Fig. 1: close-up of the layout
Region (21, 21) to (41, 41) um. Cells in gray, sequential cells in the stronger gray; small squares are vias.
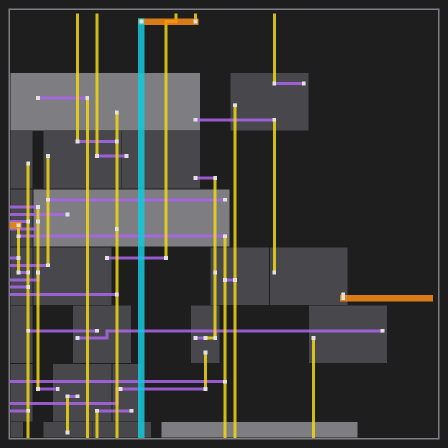
Fig. 2: cells colored by class
Scale: 12 px per um. Fill, decap, tap and diode cells in gray.
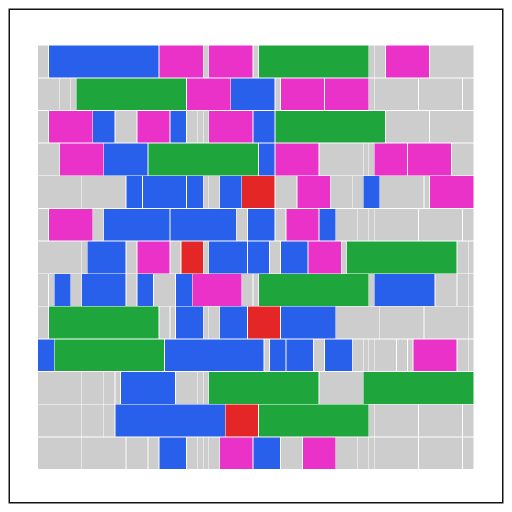
Fig. 3: supply network
Scale: 10 px per um. Pins as bars on the die edge.
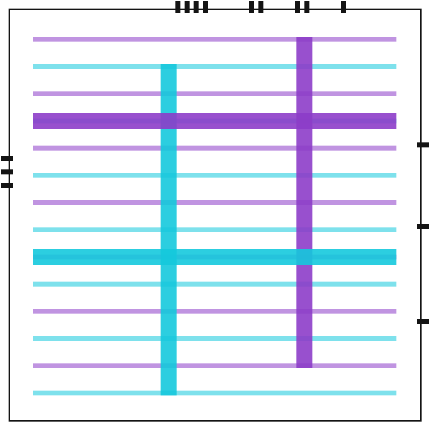
Fig. 4: routed clock nets over the placement
Scale: 12 px per um.
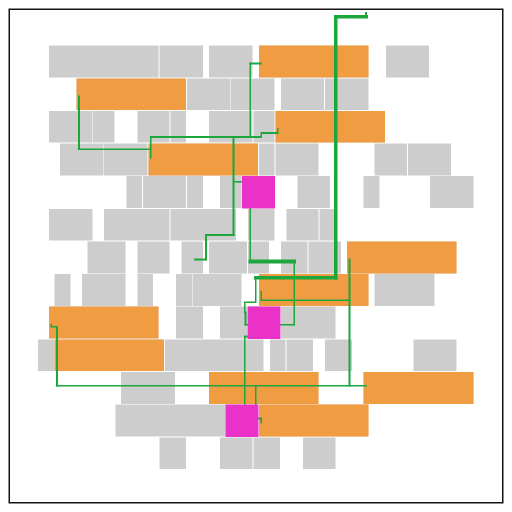
<file path="config.mk">
export PLATFORM = sky130hd
export DESIGN_NAME = mux_scan_nto1_flat
export DESIGN_NICKNAME = d
export VERILOG_FILES = /design/src/rtl/mux_scan_nto1_if.sv /design/src/rtl/mux_scan_nto1.sv /design/src/flat_wrapper.sv
export SDC_FILE = /design/constraint.sdc
export NUM_CORES = 1
export LEC_CHECK = 0
export ABC_AREA = 0
export ABC_CLOCK_PERIOD_IN_PS = 1600
export CAP_MARGIN = 30
export CORE_MARGIN = 2
export CORE_UTILIZATION = 40
export DETAILED_ROUTE_END_ITERATION = 12
export GPL_ROUTABILITY_DRIVEN = 0
export PLACE_DENSITY = 0.75
export SLEW_MARGIN = 20
export SYNTH_ARGS = -nofsm -noshare
export SYNTH_HDL_FRONTEND = slang
export SYNTH_SLANG_ARGS = --single-unit
</file>
<file path="constraint.sdc">
create_clock -name clk -period 1.6 [get_ports clk]
set_input_delay 0.32 -clock clk [delete_from_list [all_inputs] [get_ports clk]]
set_output_delay 0.32 -clock clk [all_outputs]
set_load 0.01 [all_outputs]
</file>
<file path="src/rtl/mux_scan_nto1_if.sv">
// Channel bus, select/mode controls and registered result for mux_scan_nto1.
// y_par exists only when MUX_SCAN_PARITY_EN is defined.
interface mux_scan_nto1_if #(
    parameter int N     = 4,
    parameter int WIDTH = 1,
    parameter int SELW  = 2
);
    logic [N*WIDTH-1:0] in_bus;
    logic [SELW-1:0]    sel;
    logic               mode;
    logic               en;
    logic [WIDTH-1:0]   y;
    logic               y_valid;
    logic [SELW-1:0]    cur_sel;
    logic               frame_done;
`ifdef MUX_SCAN_PARITY_EN
    logic               y_par;

    modport master (
        output in_bus, sel, mode, en,
        input  y, y_valid, cur_sel, frame_done, y_par
    );
    modport slave (
        input  in_bus, sel, mode, en,
        output y, y_valid, cur_sel, frame_done, y_par
    );
`else
    modport master (
        output in_bus, sel, mode, en,
        input  y, y_valid, cur_sel, frame_done
    );
    modport slave (
        input  in_bus, sel, mode, en,
        output y, y_valid, cur_sel, frame_done
    );
`endif
endinterface

</file>
<file path="src/rtl/mux_scan_nto1.sv">
// Registered N:1 mux with manual select and self-timed channel scan.
// Optional even-parity output y_par under MUX_SCAN_PARITY_EN.
module mux_scan_nto1 #(
    parameter int WIDTH = 1,
    parameter int N     = 4,
    parameter int SELW  = 2,
    parameter int DWELL = 4
) (
    input  logic            clk,
    input  logic            rst_n,
    mux_scan_nto1_if.slave  bus
);
    localparam int DWW = (DWELL > 1) ? $clog2(DWELL) : 1;

    typedef enum logic [1:0] {
        IDLE,
        MANUAL,
        SCAN
    } state_e;

    state_e           state_q, state_d;
    logic [WIDTH-1:0] y_q, y_d;
    logic             y_valid_q, y_valid_d;
    logic [SELW-1:0]  cur_sel_q, cur_sel_d;
    logic             frame_done_q, frame_done_d;
    logic [SELW-1:0]  ch_q, ch_d;
    logic [DWW-1:0]   dw_q, dw_d;
    logic [SELW-1:0]  scan_ch;
    logic [DWW-1:0]   scan_dw;

    function automatic logic [WIDTH-1:0] pick(
        input logic [SELW-1:0]    idx,
        input logic [N*WIDTH-1:0] v
    );
        pick = '0;
        for (int k = 0; k < N; k++) begin
            if (idx == SELW'(k)) pick = v[k*WIDTH +: WIDTH];
        end
    endfunction

    always_comb begin
        state_d      = state_q;
        y_d          = y_q;
        y_valid_d    = 1'b0;
        cur_sel_d    = cur_sel_q;
        frame_done_d = 1'b0;
        ch_d         = '0;
        dw_d         = '0;
        // Any cycle not already in SCAN restarts the scan at channel 0.
        scan_ch      = (state_q == SCAN) ? ch_q : '0;
        scan_dw      = (state_q == SCAN) ? dw_q : '0;
        unique case (1'b1)
            !bus.en: begin
                state_d = IDLE;
            end
            bus.en && !bus.mode: begin
                state_d   = MANUAL;
                cur_sel_d = bus.sel;
                if (32'(bus.sel) < N) begin
                    y_d       = pick(bus.sel, bus.in_bus);
                    y_valid_d = 1'b1;
                end else begin
                    y_d = '0;
                end
            end
            bus.en && bus.mode: begin
                state_d   = SCAN;
                y_d       = pick(scan_ch, bus.in_bus);
                cur_sel_d = scan_ch;
                y_valid_d = 1'b1;
                if (scan_dw == DWW'(DWELL - 1)) begin
                    dw_d         = '0;
                    frame_done_d = (scan_ch == SELW'(N - 1));
                    ch_d         = frame_done_d ? '0 : scan_ch + 1'b1;
                end else begin
                    dw_d = scan_dw + 1'b1;
                    ch_d = scan_ch;
                end
            end
            default: begin
                state_d = IDLE;
            end
        endcase
    end

    always_ff @(posedge clk or negedge rst_n) begin
        if (!rst_n) begin
            state_q      <= IDLE;
            y_q          <= '0;
            y_valid_q    <= 1'b0;
            cur_sel_q    <= '0;
            frame_done_q <= 1'b0;
            ch_q         <= '0;
            dw_q         <= '0;
        end else begin
            state_q      <= state_d;
            y_q          <= y_d;
            y_valid_q    <= y_valid_d;
            cur_sel_q    <= cur_sel_d;
            frame_done_q <= frame_done_d;
            ch_q         <= ch_d;
            dw_q         <= dw_d;
        end
    end

    assign bus.y          = y_q;
    assign bus.y_valid    = y_valid_q;
    assign bus.cur_sel    = cur_sel_q;
    assign bus.frame_done = frame_done_q;

`ifdef MUX_SCAN_PARITY_EN
    logic y_par_q, y_par_d;

    always_comb begin
        y_par_d = bus.en ? ^y_d : y_par_q;
    end

    always_ff @(posedge clk or negedge rst_n) begin
        if (!rst_n) begin
            y_par_q <= 1'b0;
        end else begin
            y_par_q <= y_par_d;
        end
    end

    assign bus.y_par = y_par_q;
`endif

endmodule

</file>
<file path="src/flat_wrapper.sv">
// flat-port wrapper written by rule: the top's interface ports become plain ports
module mux_scan_nto1_flat 
#(
    parameter int WIDTH = 1,
    parameter int N     = 4,
    parameter int SELW  = 2,
    parameter int DWELL = 4
)
  (clk, rst_n, bus_in_bus, bus_sel, bus_mode, bus_en, bus_y, bus_y_valid, bus_cur_sel, bus_frame_done);
  mux_scan_nto1_if #(.N(N), .WIDTH(WIDTH), .SELW(SELW)) bus_i ();
  input  logic clk;
  input  logic rst_n;
  input wire logic [$bits(bus_i.in_bus)-1:0] bus_in_bus;
  input wire logic [$bits(bus_i.sel)-1:0] bus_sel;
  input wire logic [$bits(bus_i.mode)-1:0] bus_mode;
  input wire logic [$bits(bus_i.en)-1:0] bus_en;
  output wire logic [$bits(bus_i.y)-1:0] bus_y;
  output wire logic [$bits(bus_i.y_valid)-1:0] bus_y_valid;
  output wire logic [$bits(bus_i.cur_sel)-1:0] bus_cur_sel;
  output wire logic [$bits(bus_i.frame_done)-1:0] bus_frame_done;
  assign bus_i.in_bus = bus_in_bus;
  assign bus_i.sel = bus_sel;
  assign bus_i.mode = bus_mode;
  assign bus_i.en = bus_en;
  assign bus_y = bus_i.y;
  assign bus_y_valid = bus_i.y_valid;
  assign bus_cur_sel = bus_i.cur_sel;
  assign bus_frame_done = bus_i.frame_done;
  mux_scan_nto1 #(.WIDTH(WIDTH), .N(N), .SELW(SELW), .DWELL(DWELL)) u_core (.clk(clk), .rst_n(rst_n), .bus(bus_i));
endmodule
</file>
==> flow_summary_export.csv <==
group,metric,value,unit
status,status,"complete, no violations",
cts,cts_root_buffer,"clkbuf_4",
cells_and_area,syn_to_final_growth,53.9,%
routing,drtIter0Drc,9,
cells_and_area,stdcell_count,90,
pwr,power.density,698,nW/um2
routing,drt-wirelength-per-cell,15.3,um
synthesis,syn_avg_cell_area,11.0,um2
worst_setup_path,rr_worst_depth,8,
final_timing,maxSlewViolCount,0,
cts,cts_hold_buf,0,
grt,grt_pass1_wl,1960,um
synthesis,yosys.stat.chipArea,548,um2
cells_and_area,drive_above_1_share,0.307,
final_timing,tightest_slew,0.513,ns
cells_and_area,antennaDiodeCount,0,
worst_setup_path,cp.required,1.80,ns
cts,post-cts-setup-buffers,0,
cts,ctsLongestPathBuffers,2,
final_timing,worst_slack,0.0677,ns
cts,cts_tree,"built",
synthesis,ys_types,18,
grt,track_usage,0.190,
final_timing,clock.fmax,0.653,GHz
placed_design,dpl.cell_count,82,
cts,cts_made_buffers,3,
final_timing,slew_headroom,0.657,
grt,gr-total-overflow,0,
final_timing,rsz0062_at_grt,"true",
worst_setup_path,cp-end-kind,"register",
pwr,power_leakage,0.407,nW
grt,grt_pass1_vias,414,
cts,cts.sinks,11,
routing,drc,0,
floorplanning,die_area,1680,um2
routing,wirelength,1380,um
synthesis,yosysSeqAreaShare,0.502,
flow_run,max_cap_viol_count,0,
synthesis,synth_cells,50,
grt,antenna_found_initial,0,
synthesis,ys_warn_count,0,
floorplanning,die_h,41.0,um
grt,grt_max_degree,12,
final_timing,hold_viol,0,
routing,first_pass_iters,6,
synthesis,ys_cells,50,
pwr,p_sw,0.147,mW
pwr,p_comb_frac,0.168,
routing,drtAntennaViolNets,0,
worst_setup_path,critical_path_arrival,1.73,ns
final_timing,setup_viol,0,
pwr,ir_drop,0.326,mV
worst_setup_path,worstSetupStartpointType,"register",
final_timing,fin_crit_sh,0.958,
pwr,p_int,0.442,mW
floorplanning,initCoreUtil,0.426,
synthesis,fp_nets,65,
cts,htreeDepth,1,
flow_run,warnings,30,
worst_setup_path,critical_path_class,"register to register",
worst_setup_path,path_max_fanout,4,
cts,clk_pin_slew_worst_paths,0.08,ns
routing,vias,461,
cells_and_area,final_nets,91,
pwr,seqPwrFrac,0.505,
routing,avgViaCountPerCell,5.12,
floorplanning,ios,15,
placed_design,dpl_worst_slack,-0.129,ns
worst_hold_path,min_path_type,"input pin to async pin",
pwr,netSwitchingFraction,0.250,
synthesis,syn_area,548,um2
floorplanning,die_width,41.0,um
cts,ctsResizeCount,7,
synthesis,synth_flops,11,
placed_design,io_buffers,14,
final_timing,finalCriticalPeriod,1.53,ns
## Picture notes: Fig. 1
| layer | color |
|---|---|
| metal 1 | purple |
| metal 3 | orange |
| metal 2 | yellow |
| metal 4 | cyan |
cells with their middle in the window: 15
most frequent: clkdlybuf4s50_1 (6), buf_4 (3), dfrtp_1 (2)
sequential cells in the window: 2
netlist names of flops here include: `u_core.bus.cur_sel` (1), `u_core.bus.frame_done` (1)

## Picture notes: Fig. 2
| class | color | cells | share of their area |
|---|---|---|---|
| flops | green | 11 | 33% |
| combinational and other logic | blue | 37 | 38% |
| other buffers and delay cells | magenta | 23 | 26% |
| clock drivers and dummy loads | red | 4 | 3.3% |
post-route core utilization: 0.656
final instance area: 843 um2
sequential share of cell area: 0.326
row count: 13
Core Area: 1280 um2

## Picture notes: Fig. 3
| net | color |
|---|---|
| VSS | cyan |
| VDD | purple |
met1 rails: 14
signal pins: 15
rows: 13
met4 straps: 2
met5 straps: 2

## Picture notes: Fig. 4
[clock drivers] magenta | count: 3
[clock wires] green | length: 163 um
[flip-flops] orange | count: 11
routed clock nets: 4
Layout Skew: 0.00268 ns
clk_lat worst skew: 0.27 ns
Clk pwr share: 0.327

## cell type report
cell class	count	area (um2)
well taps	15	18.8
clock buffers	3	22.5
flip-flops and latches	11	275
repair buffers	23	211
multi-input cells	33	295
inverters	4	15.0
clock inverters	1	5.00
fillers	99	442
## Yosys cell counts, drive strengths merged
cell     count  area share
nor2b        3       0.034
ha           5        0.11
and2         2       0.023
dfrtp       11        0.50
xnor2        1       0.016
and3b        1       0.016
nand2        3       0.021
a21oi        3       0.027
nor2         6       0.041
a2111oi      1       0.016
inv          4       0.027
a221o        1       0.018
mux4         1       0.041
and3         2       0.023
o21ai        1      0.0091
clkbuf       2       0.016
mux2i        3       0.055
## registers in the layout (all words and copies together) (netlist names)
register / flops
u_core.state_q: 2
u_core.bus.frame_done: 1
u_core.bus.cur_sel: 2
u_core.ch_q: 2
u_core.bus.y_valid: 1
u_core.bus.y: 1
u_core.dw_q: 2
## per-layer routing
layer / routed length, um / track usage / share of wire / vias up
met5: 0 / 0 / 0 / -
met4: 50 / 0.125 / 0.036 / 0
met3: 66 / 0.0489 / 0.048 / 6
met2: 714 / 0.281 / 0.52 / 20
met1: 547 / 0.241 / 0.40 / 218
li1: - / - / - / 217
## worst max-delay path: stages (launching register included)
cell     delay, ns
dfrtp_1       0.39
nor2b_4       0.17
nand2_2       0.09
inv_2         0.09
buf_6         0.12
ha_4          0.14
nor2_1        0.04
a221o_1       0.29
o21ai_1       0.13
## cells in the final DEF (no fill, tap or decap), drive strengths merged, types with 2 or more instances in the layout
cell	count
clkdlybuf4s50	14
dfrtp	11
buf	9
nor2	6
ha	5
inv	4
mux2i	3
a21oi	3
clkbuf	3
nand2	3
nor2b	3
and2	2
and3	2
## cells by family after synthesis
| family | share of synthesized area |
|---|---|
| fa+ha+maj | 0.114 |
| flops | 0.502 |
| xor+xnor | 0.0160 |
| compound gates | 0.0708 |
| buf+inv | 0.0434 |
| simple gates | 0.158 |
| mux | 0.0959 |
## power by group through the flow
stage               registers (mW)  logic (mW)  clock network (mW)
floorplan                    0.306      0.0281                   0
global placement             0.301      0.0892                   0
detailed placement           0.302      0.0916                   0
CTS                          0.297      0.0944               0.197
global route                 0.299       0.108               0.219
finish                       0.297      0.0988               0.193
## through the flow
stage / power (mW) / TNS (ns) / area [um2] / hold slack, ns
6_report: 0.589 / 0 / 843 / 0.388
5_1_grt: 0.626 / -0.0184 / 843 / 0.400
4_1_cts: 0.588 / 0 / 795 / 0.395
3_5_place_dp: 0.393 / -0.129 / 738 / 0.514
3_3_place_gp: 0.390 / -0.0548 / 738 / 0.509
2_1_floorplan: 0.334 / 0 / 551 / 0.0244
## path summary, 6_finish.rpt
path                            slack [ns]                   from               endpoint
worst max-delay path                  0.07      u_core.state_q[0]           u_core.bus.y
worst min-delay path                  0.39                  rst_n  u_core.bus.frame_done
worst max register to register        0.07      u_core.state_q[0]           u_core.bus.y
worst min register to register        0.52  u_core.bus.cur_sel[1]  u_core.bus.cur_sel[1]
max in group asynchronous             0.87                  rst_n      u_core.state_q[1]
min in group clk                      0.52  u_core.bus.cur_sel[1]  u_core.bus.cur_sel[1]
Power figures rest on the tool's default switching activity, not on a simulated workload.
